### Metal layers overlaid

The bar under the picture is 20 um long.
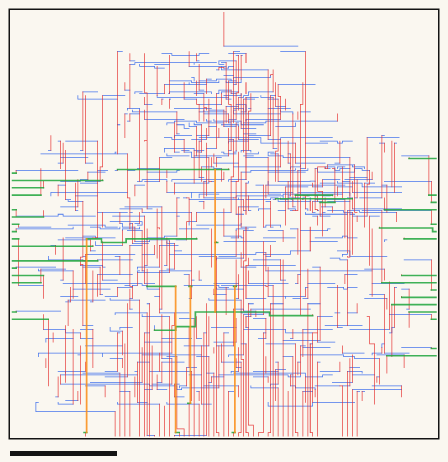
### Placement view

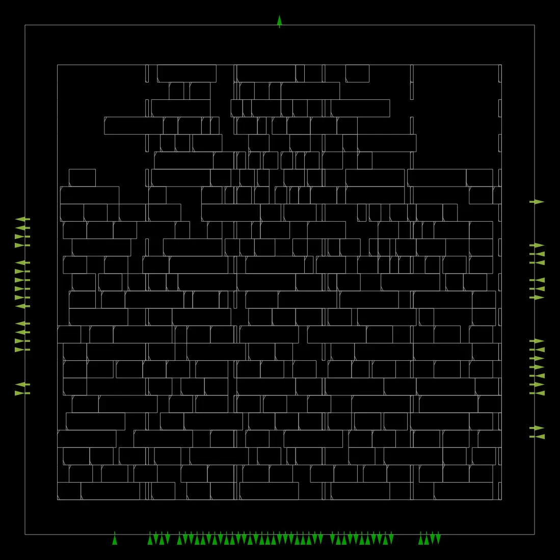
<file path="src/rtl/fence_ctrl.sv">
// fence_ctrl: sequences LSU drain, D$ writeback, I$ invalidate and TLB flush after a fence, then redirects fetch.
// Build option FENCE_TLB_EN adds the TLB flush step for SFENCE.VMA; without it SFENCE.VMA acts as FENCE.
module fence_ctrl #(
  parameter int unsigned WAIT_MAX = 1024
) (
  input  logic        clk_i,
  input  logic        rst_i,
  input  logic        fence_req_i,
  input  logic [1:0]  fence_type_i,
  input  logic [31:0] fence_pc_i,
  output logic        fence_busy_o,
  input  logic        lsu_idle_i,
  output logic        dcache_flush_o,
  input  logic        dcache_flush_done_i,
  output logic        icache_inv_o,
  input  logic        icache_inv_done_i,
  output logic        tlb_flush_o,
  output logic        branch_request_o,
  output logic [31:0] branch_pc_o,
  output logic        fence_timeout_o
);

  localparam int unsigned CW = $clog2(WAIT_MAX + 1);
  localparam logic [CW-1:0] CNT_ZERO = {CW{1'b0}};
  localparam logic [CW-1:0] CNT_ONE  = {{(CW-1){1'b0}}, 1'b1};
  localparam logic [CW-1:0] CNT_LAST = CW'(WAIT_MAX - 1);
  localparam logic [CW-1:0] CNT_SAT  = CW'(WAIT_MAX);

  typedef enum logic [2:0] {
    ST_IDLE   = 3'd0,
    ST_DRAIN  = 3'd1,
    ST_DFLUSH = 3'd2,
    ST_IFLUSH = 3'd3,
`ifdef FENCE_TLB_EN
    ST_TLB    = 3'd4,
`endif
    ST_RESUME = 3'd5
  } state_e;

  state_e      state_q, state_d;
  logic [1:0]  type_q, type_d;
  logic [31:0] pc_q, pc_d;
  logic [CW-1:0] cnt_q, cnt_d;
  logic        tmo_q, tmo_d;
  logic        wait_s;
  logic        expire_s;

  logic        busy_q;
  logic        dflush_q;
  logic        icinv_q;
  logic        branch_q;

  // Successor of DRAIN for each latched fence type.
  function automatic state_e drain_exit_f(input logic [1:0] ftype);
    state_e nxt;
    case (ftype)
      2'd1:    nxt = ST_DFLUSH;
`ifdef FENCE_TLB_EN
      2'd2:    nxt = ST_TLB;
`endif
      default: nxt = ST_RESUME;
    endcase
    return nxt;
  endfunction

  // Next-state, latch and wait-counter logic.
  always_comb begin
    state_d  = state_q;
    type_d   = type_q;
    pc_d     = pc_q;
    tmo_d    = tmo_q;
    wait_s   = 1'b0;
    expire_s = (cnt_q == CNT_LAST);
    case (state_q)
      ST_IDLE: begin
        if (fence_req_i) begin
          state_d = ST_DRAIN;
          type_d  = (fence_type_i == 2'd3) ? 2'd0 : fence_type_i;
          pc_d    = fence_pc_i;
          tmo_d   = 1'b0;
        end else begin
          state_d = ST_IDLE;
        end
      end
      ST_DRAIN: begin
        wait_s = 1'b1;
        if (lsu_idle_i || expire_s) begin
          state_d = drain_exit_f(type_q);
          tmo_d   = tmo_q | ~lsu_idle_i;
        end else begin
          state_d = ST_DRAIN;
        end
      end
      ST_DFLUSH: begin
        wait_s = 1'b1;
        if (dcache_flush_done_i || expire_s) begin
          state_d = ST_IFLUSH;
          tmo_d   = tmo_q | ~dcache_flush_done_i;
        end else begin
          state_d = ST_DFLUSH;
        end
      end
      ST_IFLUSH: begin
        wait_s = 1'b1;
        if (icache_inv_done_i || expire_s) begin
          state_d = ST_RESUME;
          tmo_d   = tmo_q | ~icache_inv_done_i;
        end else begin
          state_d = ST_IFLUSH;
        end
      end
`ifdef FENCE_TLB_EN
      ST_TLB: begin
        state_d = ST_RESUME;
      end
`endif
      ST_RESUME: begin
        state_d = ST_IDLE;
      end
      default: begin
        state_d = ST_IDLE;
      end
    endcase

    // Counter restarts on every transition so each wait state gets its own budget.
    if (state_d != state_q) begin
      cnt_d = CNT_ZERO;
    end else if (wait_s && (cnt_q != CNT_SAT)) begin
      cnt_d = cnt_q + CNT_ONE;
    end else begin
      cnt_d = cnt_q;
    end
  end

  // Sequencer state, latched request and sticky timeout.
  always_ff @(posedge clk_i or posedge rst_i) begin
    if (rst_i) begin
      state_q <= ST_IDLE;
      type_q  <= 2'd0;
      pc_q    <= 32'h0;
      cnt_q   <= CNT_ZERO;
      tmo_q   <= 1'b0;
    end else begin
      state_q <= state_d;
      type_q  <= type_d;
      pc_q    <= pc_d;
      cnt_q   <= cnt_d;
      tmo_q   <= tmo_d;
    end
  end

  // Output flops track the state being entered, so they change with state_q and never see inputs directly.
  always_ff @(posedge clk_i or posedge rst_i) begin
    if (rst_i) begin
      busy_q   <= 1'b0;
      dflush_q <= 1'b0;
      icinv_q  <= 1'b0;
      branch_q <= 1'b0;
    end else begin
      busy_q   <= (state_d != ST_IDLE);
      dflush_q <= (state_d == ST_DFLUSH);
      icinv_q  <= (state_d == ST_IFLUSH);
      branch_q <= (state_d == ST_RESUME);
    end
  end

`ifdef FENCE_TLB_EN
  logic tlb_q;

  // Single-cycle TLB flush pulse for SFENCE.VMA.
  always_ff @(posedge clk_i or posedge rst_i) begin
    if (rst_i) begin
      tlb_q <= 1'b0;
    end else begin
      tlb_q <= (state_d == ST_TLB);
    end
  end

  assign tlb_flush_o = tlb_q;
`else
  assign tlb_flush_o = 1'b0;
`endif

  assign fence_busy_o     = busy_q;
  assign dcache_flush_o   = dflush_q;
  assign icache_inv_o     = icinv_q;
  assign branch_request_o = branch_q;
  assign branch_pc_o      = pc_q;
  assign fence_timeout_o  = tmo_q;

endmodule

</file>
<file path="config.mk">
export PLATFORM = sky130hd
export DESIGN_NAME = fence_ctrl
export DESIGN_NICKNAME = d
export VERILOG_FILES = /design/src/rtl/fence_ctrl.sv
export SDC_FILE = /design/constraint.sdc
export NUM_CORES = 1
export LEC_CHECK = 0
export CAP_MARGIN = 30
export CORE_MARGIN = 5
export CORE_UTILIZATION = 49
export CTS_CLUSTER_SIZE = 30
export DETAILED_ROUTE_END_ITERATION = 12
export PLACE_DENSITY = 0.82
export SYNTH_ARGS = -nofsm -noshare
export SYNTH_HDL_FRONTEND = slang
export SYNTH_SLANG_ARGS = --single-unit
</file>
<file path="constraint.sdc">
create_clock -name clk_i -period 4 [get_ports clk_i]
set_clock_uncertainty 0.05 [all_clocks]
set_input_delay 1.2 -clock clk_i [delete_from_list [all_inputs] [get_ports clk_i]]
set_output_delay 1.2 -clock clk_i [all_outputs]
set_load 0.02 [all_outputs]
</file>
==> flow_summary.yaml <==
# yosys + openroad results
synth:
  largest_area_cell: "dfrtp_1"
  netlist_instances: 186
  fp_nets: 228
  ys_top_cells_by_count: "53 x dfrtp_1, 33 x mux2_2, 10 x nor2_2"
  syn_area_sq_um: 2380
  yosys-stat-area_sq_um: 2380
  top_cell_area_share_pct: 55.8
  synth.avg_cell_area_sq_um: 12.8
  ys_cells: 186
  synth_flops: 53
  synth_cell_type_count: 39
pwr:
  total_power_mw: 2.35
  clkPwrFrac_pct: 13.6
  pwr-share-seq_pct: 36.8
  p_int_mw: 1.49
  combinationalPower_mw: 1.17
  irDropWorstVdd_mv: 0.448
  combPwrFrac_pct: 49.6
  p_seq_mw: 0.866
  p_switching_mw: 0.866
  p_per_area_nw_per_um2: 717
global_routing:
  grt_start_max_net_pins: 38
  gr-total-overflow: 0
clock_tree:
  cts.repair.resized: 0
  root_buffer: "clkbuf_8"
  cts_tree: "done"
  clock_sinks: 53
  clk_pin_slew_ns: 0.10
setup_path:
  critical_path_class: "primary input to flip-flop"
  worstPathRequired_ns: 4.14
  reg2regPathDepth: 5
  r2r-end: "cnt_q[2]"
  reg2reg_slack_ns: 1.92
  worstPathMaxFanout: 37
  cp-startpoint: "fence_req_i"
  cp.arrival_ns: 2.77
  crit_slowest_cell: "clkdlybuf4s50_1"
floorplanning:
  ios: 78
  fp_util_pct: 50.4
final_layout:
  antennaDiodeCount: 0
  mi_logic_area_sq_um: 960
  drive_above_1_share_pct: 24.5
  nNetsFinal: 306
  sh_comb_area_pct: 29.2
  area_growth_pct: 38.0
  n_clock_buffer: 6
  largestClassByArea: "sequential cells"
status:
  outcome: "finished clean"
min_path:
  hold_end: "branch_pc_o[16]"
  hp-class: "flip-flop to flip-flop"
  min_path_cells: 1
sta:
  finalHoldViolCount: 0
  fin_ws_ns: 1.37
  period_used_pct: 65.6
  tightestPinTransition_ns: 0.747
  max_clock_freq_mhz: 381
  finalSetupViolations: 0
  relSlewSlack_pct: 50.2
routing:
  dr.max_layer_used: "met4"
  first_pass_iters: 4
  wl_met1_mm: 2.15
placement:
  pre_cts_slack_ns: 1.05
  hpwlAfterDp_mm: 3.78
job:
  warning_count: 27
About 'Metal layers overlaid':
Red marks M2, wire length 2490 um. Green marks M3, wire length 277 um. Orange marks M4, wire length 139 um. Blue marks M1, wire length 2150 um.
Vias: 1687
Routed WL: 5.06 mm
routed len/inst: 15.2 um
GRT Total Usage: 18.0%

About 'Placement view':
Fillers: 359
flip-flops: 53
Tap Count: 67
Rows: 25
Non-Filler Instances: 332

-- flip-flops by register name (all words and copies together), names as in the netlist --
| name | count |
|---|---|
| branch_pc_o | 32 |
| cnt_q | 11 |
| state_q | 3 |
| type_q | 2 |
| branch_request_o | 1 |
| dcache_flush_o | 1 |
| fence_busy_o | 1 |
| fence_timeout_o | 1 |
| icache_inv_o | 1 |
-- cell families after synthesis --
group | share of synthesized area [%]
other | 0.158
AOI/OAI and AO/OA | 5.58
muxes | 16.0
and+or+nand+nor | 13.9
xor gates and xnor gates | 3.31
buffers and inverters | 4.16
adders and majority gates | 1.05
DFF | 55.8
-- metal layers --
layer  GRT usage, %  vias up
met5              0        -
met1           21.5      823
met2           30.6       52
met3           4.74       11
met4           7.22        0
li1               -      801
Power figures rest on the tool's default switching activity, not on a simulated workload.
